[src/rtl/fifo_wr_arbiter.sv]
// rtl/fifo_wr_arbiter.sv - round-robin arbiter sharing one async-FIFO write port among NUM_REQ producers
// Optional per-packet burst grants are compiled in with ARB_BURST_EN.
module fifo_wr_arbiter #(
    parameter int WIDTH     = 8,
    parameter int NUM_REQ   = 4,
    parameter int ID_W      = 2,
    parameter int MAX_BURST = 8
) (
    input  logic                     wr_clk,
    input  logic                     reset,
    input  logic [NUM_REQ-1:0]       req_valid,
    input  logic [NUM_REQ*WIDTH-1:0] req_data,
    input  logic [NUM_REQ-1:0]       req_last,
    output logic [NUM_REQ-1:0]       req_ready,
    input  logic                     wr_full,
    output logic                     fifo_wr_en,
    output logic [WIDTH-1:0]         fifo_wr_data,
    output logic                     grant_valid,
    output logic [ID_W-1:0]          grant_id,
    output logic [15:0]              wr_count
);

    typedef enum logic {S_IDLE = 1'b0, S_BUSY = 1'b1} state_t;

    state_t                 r_state;
    state_t                 w_next_state;
    logic [ID_W-1:0]        r_grant_id;
    logic [ID_W-1:0]        r_rr_ptr;
    logic [15:0]            r_wr_count;
    logic [ID_W-1:0]        w_next_grant;
    logic [ID_W-1:0]        w_next_ptr;
    logic                   w_new_grant;
    logic [ID_W-1:0]        w_winner;
    logic                   w_any_valid;
    logic [2*NUM_REQ-1:0]   w_rot;
    logic                   w_found;
    logic                   w_owner_valid;
    logic [WIDTH-1:0]       w_owner_data;
    logic                   w_accept;
    logic                   w_release;

    assign w_any_valid   = |req_valid;
    assign w_owner_valid = req_valid[r_grant_id];
    assign w_owner_data  = WIDTH'(req_data >> (int'(r_grant_id) * WIDTH));
    assign w_accept      = (r_state == S_BUSY) && w_owner_valid && !wr_full && !reset;

    // Rotate the valid vector so bit 0 is the requester at rr_ptr, then take the first set bit.
    assign w_rot = {req_valid, req_valid} >> r_rr_ptr;

    always_comb begin
        w_winner = '0;
        w_found  = 1'b0;
        for (int j = 0; j < NUM_REQ; j++) begin
            if (!w_found && w_rot[j]) begin
                w_found  = 1'b1;
                w_winner = ID_W'((int'(r_rr_ptr) + j) % NUM_REQ);
            end
        end
    end

`ifdef ARB_BURST_EN
    logic [7:0] r_beat_cnt;

    assign w_release = w_accept && (req_last[r_grant_id] || (r_beat_cnt == 8'(MAX_BURST - 1)));

    always_ff @(posedge wr_clk) begin
        if (reset) begin
            r_beat_cnt <= '0;
        end else if (w_new_grant) begin
            r_beat_cnt <= '0;
        end else if (w_accept) begin
            r_beat_cnt <= r_beat_cnt + 8'd1;
        end
    end
`else
    logic w_unused_last;

    assign w_unused_last = ^req_last;
    assign w_release     = (r_state == S_BUSY) && (w_accept || !w_owner_valid);
`endif

    always_ff @(posedge wr_clk) begin
        if (reset) begin
            r_state    <= S_IDLE;
            r_grant_id <= '0;
            r_rr_ptr   <= '0;
            r_wr_count <= '0;
        end else begin
            r_state    <= w_next_state;
            r_grant_id <= w_next_grant;
            r_rr_ptr   <= w_next_ptr;
            if (w_accept && (r_wr_count != 16'hFFFF)) begin
                r_wr_count <= r_wr_count + 16'd1;
            end
        end
    end

    // rr_ptr always holds the index after the most recent owner, so both IDLE and release searches use it.
    always_comb begin
        w_next_state = r_state;
        w_next_grant = r_grant_id;
        w_next_ptr   = r_rr_ptr;
        w_new_grant  = 1'b0;
        case (r_state)
            S_IDLE: begin
                if (w_any_valid) begin
                    w_next_state = S_BUSY;
                    w_new_grant  = 1'b1;
                end
            end
            S_BUSY: begin
                if (w_release) begin
                    if (w_any_valid) begin
                        w_new_grant = 1'b1;
                    end else begin
                        w_next_state = S_IDLE;
                    end
                end
            end
            default: w_next_state = S_IDLE;
        endcase
        if (w_new_grant) begin
            w_next_grant = w_winner;
            w_next_ptr   = ID_W'((int'(w_winner) + 1) % NUM_REQ);
        end
    end

    always_comb begin
        req_ready    = '0;
        fifo_wr_en   = w_accept;
        fifo_wr_data = w_accept ? w_owner_data : '0;
        grant_valid  = (r_state == S_BUSY);
        grant_id     = r_grant_id;
        wr_count     = r_wr_count;
        if ((r_state == S_BUSY) && !wr_full && !reset) begin
            req_ready[r_grant_id] = 1'b1;
        end
    end

endmodule

[config.mk]
export PLATFORM = sky130hd
export DESIGN_NAME = fifo_wr_arbiter
export DESIGN_NICKNAME = d
export VERILOG_FILES = /design/src/rtl/fifo_wr_arbiter.sv
export SDC_FILE = /design/constraint.sdc
export NUM_CORES = 1
export LEC_CHECK = 0
export CORE_MARGIN = 1
export CORE_UTILIZATION = 40
export DETAILED_ROUTE_END_ITERATION = 8
export GPL_TIMING_DRIVEN = 0
export PLACE_DENSITY = 0.81
export RECOVER_POWER = 100
export SLEW_MARGIN = 20
export SYNTH_ARGS = -nofsm -noshare
export SYNTH_HDL_FRONTEND = slang
export SYNTH_SLANG_ARGS = --single-unit
[constraint.sdc]
create_clock -name wr_clk -period 4.4 [get_ports wr_clk]
set_input_delay 0.88 -clock wr_clk [delete_from_list [all_inputs] [get_ports wr_clk]]
set_output_delay 0.88 -clock wr_clk [all_outputs]
set_load 0.05 [all_outputs]
==> CHANGELOG.md <==
## Implementation

- Run status: finished clean
- Main logic family: simple AND/OR/NAND/NOR gates
- Worst r2r src: grant_id[0]
- Fillers: 295
- DRC viols: 0
- Area occupied by multi-input gates: 905.9 um^2
- Sequential share of power: 45.3%
- DIE AREA: 3828 um^2
- GP Congestion: 0.7580
- Maximum VDD drop: 140.8 uV
- Power Total: 452.7 uW
- H-tree depth: 1
- Clock-cell share of area: 1.267%
- Sw Share: 31.01%
- Worst Tran Pin Value: 0.5302 ns
- Combinational power share: 34.1%
- Pre-CTS WS: 0.4614 ns
- Syn Inst Count: 148
- Final period util: 93.20%
- Boundary Pins: 75
- Clock power share: 20.5%
- Synth area leader: dfxtp_1
- Xor/xnor share: 8.551%
- Finished Layout Cells: 268
- Flop count: 21
- Critical setup path kind: input pin to primary output
- WL final: 3776 um
- DRT iter0 DRCs: 53
- Setup TNS: 0 ns
- Crit path to: fifo_wr_data[2]
- Area of placed instances: 2192 um^2
- Non-clock buffering overhead: 34.54%
- CORE AREA: 3390 um^2
- Mux frac, synth: 17.02%
- Post-synth regs: 21
- Storage element area: 420.4 um^2
- Hold Path End: wr_count[7]
- Hold path start: wr_count[7]
- Cell area leaders: dfxtp_1, mux4_2, xnor2_1
- Internal power: 312.4 uW
- Metal-1 WL: 1610 um
- Initial antenna violation count: 0
- PD cells: 208.3 nW/um^2
- Max-cap violations: 0
- Late-Pin Clk Latency: 0.31 ns
- Worst reg2reg path depth: 6
- Final WS setup: 0.2990 ns
- Die height: 61.87 um
- Post-synth top cells: nor2_1, dfxtp_1, and3_1, xnor2_1
- Nets: 267
- Final Instance Area: 2173 um^2
- Most numerous logic cells after layout: clkdlybuf4s50_1, dlygate4sd3_1, nor2_1
- Lkg Pwr: 0.8935 nW
- Worst hold-check path type: register to register
- Net Sw Power: 140.4 uW
- Port Buf Inserts: 70
- Synthesis-to-finish area growth: 51.57%
- Number of signal-net inverters in the final layout: 3
- Wire per inst: 14.09 um
- Main flop type: dfxtp_1
- Tap cell count: 46
- Crit Path Max Fanout: 10
- Congestion Overflow GR: 0
- CP startpoint kind: input pin
- Fmax: 243.8 MHz
- Fp util: 42.30%
- Crit. End Element: primary output
- Final Core Density: 64.12%
- Die W: 61.87 um
- R2r endpoint: grant_id[1]
- # diodes: 0
- Data required, critical path: 3.52 ns
- Syn_nets: 192
- Skew final: 0.01018 ns
- Unrepaired setup endpoints after global routing: false
- Longest Clk Path Bufs: 2
- CTS tree: done
- Top Layer Used: met4
- Root Driver: clkbuf_4
- First-pass GRT wire length: 6120 um
- Pre-antenna DRT Iters: 4
- Final Hold Vio Count: 0
- Min Hold Slack: 0.5215 ns
- GR peak layer: met2
- Top-area cell type share of the netlist area: 29.32%
- Yosys warnings: 0
- Post-synth area from yosys stat: 1434 um^2
- CP arrival: 3.22 ns
- Count leader, synth: nor2_1
- Post-synth EDFFs: 0
- Largest net degree at the start of global routing: 13
- Hold Path Depth: 2
- Vias: 1415
- Slew Limit Fails: 0
- Adder share: 0.8726%
- Repair and plain buffers: 79
- Multi-input gates: 115
- Slew Limit Headroom: 64.66%
- Setup violations, final: 0
- M2 GR Usage: 39.48%
- Num rows: 21
- Seq/total area: 19.34%
- Gr usage total: 21.90%
- Synth Area per Inst: 9.688 um^2
- GR Util met1: 26.60%
- Simple-gate area share of the yosys netlist: 30.37%
- Minimum clock period: 4.101 ns
- Comb area share: 41.68%
- M3 GR Usage: 4.762%
- Clk pin slew, worst setup/hold paths: 0.11 ns
- Antenna Nets Post-Route: 0
- Compound Share, Synth: 8.551%
- Hold buffer count at cts: 0
- Tool warning count: 30
- Reg2Reg Setup Slack: 2.23 ns
- Post-CTS Resized: 0
- Top cell excl fill/tap: clkdlybuf4s50_1
- Clock buffer cells: 3
[power by group through the flow]
| stage | Sequential [mW] | Clock [mW] | Combinational [mW] |
|---|---|---|---|
| after floorplan | 0.220 | 0 | 0.0903 |
| after global placement | 0.210 | 0 | 0.161 |
| after detailed placement | 0.210 | 0 | 0.165 |
| after CTS | 0.206 | 0.0959 | 0.165 |
| after global routing | 0.207 | 0.110 | 0.166 |
| final | 0.205 | 0.0929 | 0.155 |
[worst max-delay path, cell delays in order]
cell and delay (ns):
dlygate4sd3_1 0.63, mux4_2 0.29, clkbuf_1 0.33, and3_1 0.22, dlygate4sd3_1 0.88
[flip-flops by register name, summed over array words and instances, names as in the netlist]
| name | count |
|---|---|
| grant_id | 2 |
| grant_valid | 1 |
| r_rr_ptr | 2 |
| wr_count | 16 |
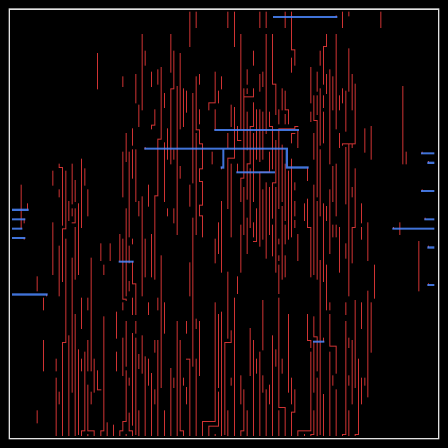
**Above:** wiring by layer.
Only two layers are drawn.
blue -> met3  # wire length 82.0 um
red -> met2  # wire length 2060 um

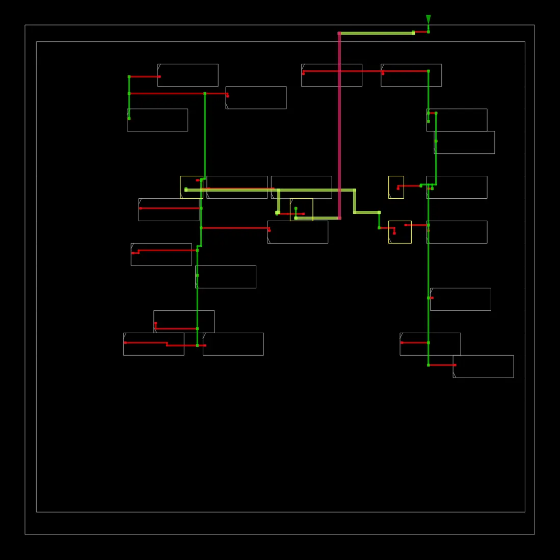
**Above:** clock routing.
clock sink total: 21
total CTS buffers: 3

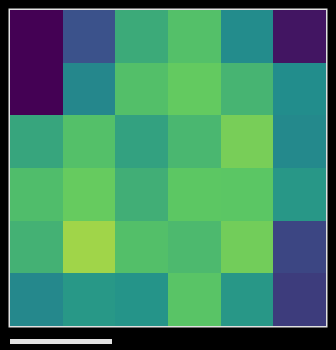
**Above:** placement density heat map.
The bar under the picture is 20 um long. 6 x 6 tiles, from dark purple (low) to yellow (high), 0 to 100% covered.
mean over tiles = 55%
fullest tile = 85%
emptiest ninth of the die = upper left
tiles over 75% full = 14%
nearly empty tiles = 5.6%

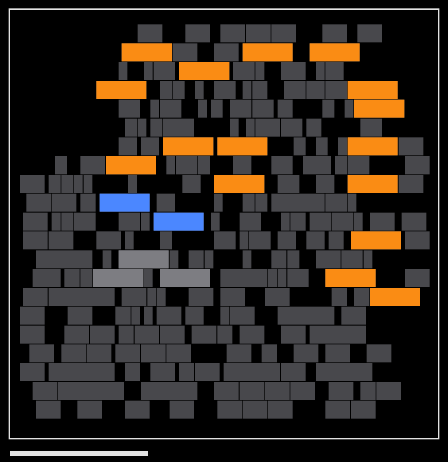
**Above:** sequential cells grouped by signal name.
The bar under the picture is 20 um long. Other sequential cells in the stronger grey, the rest of the logic in the fainter grey.
blue -> `r_rr_ptr`  # flops 2
orange -> `wr_count`  # flops 16

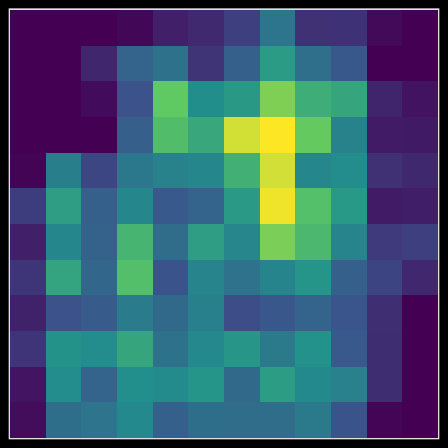
**Above:** signal metal coverage by tile.
12 x 12 tiles, from dark purple (low) to yellow (high), scaled to the fullest tile. Values are wire area over tile area, all layers added.
nearly empty tiles = 14%
tiles over half the peak = 22%
mean over tiles = 0.15
emptiest ninth of the die = upper left

No activity file was given, so power comes from the tool's default toggle rates.
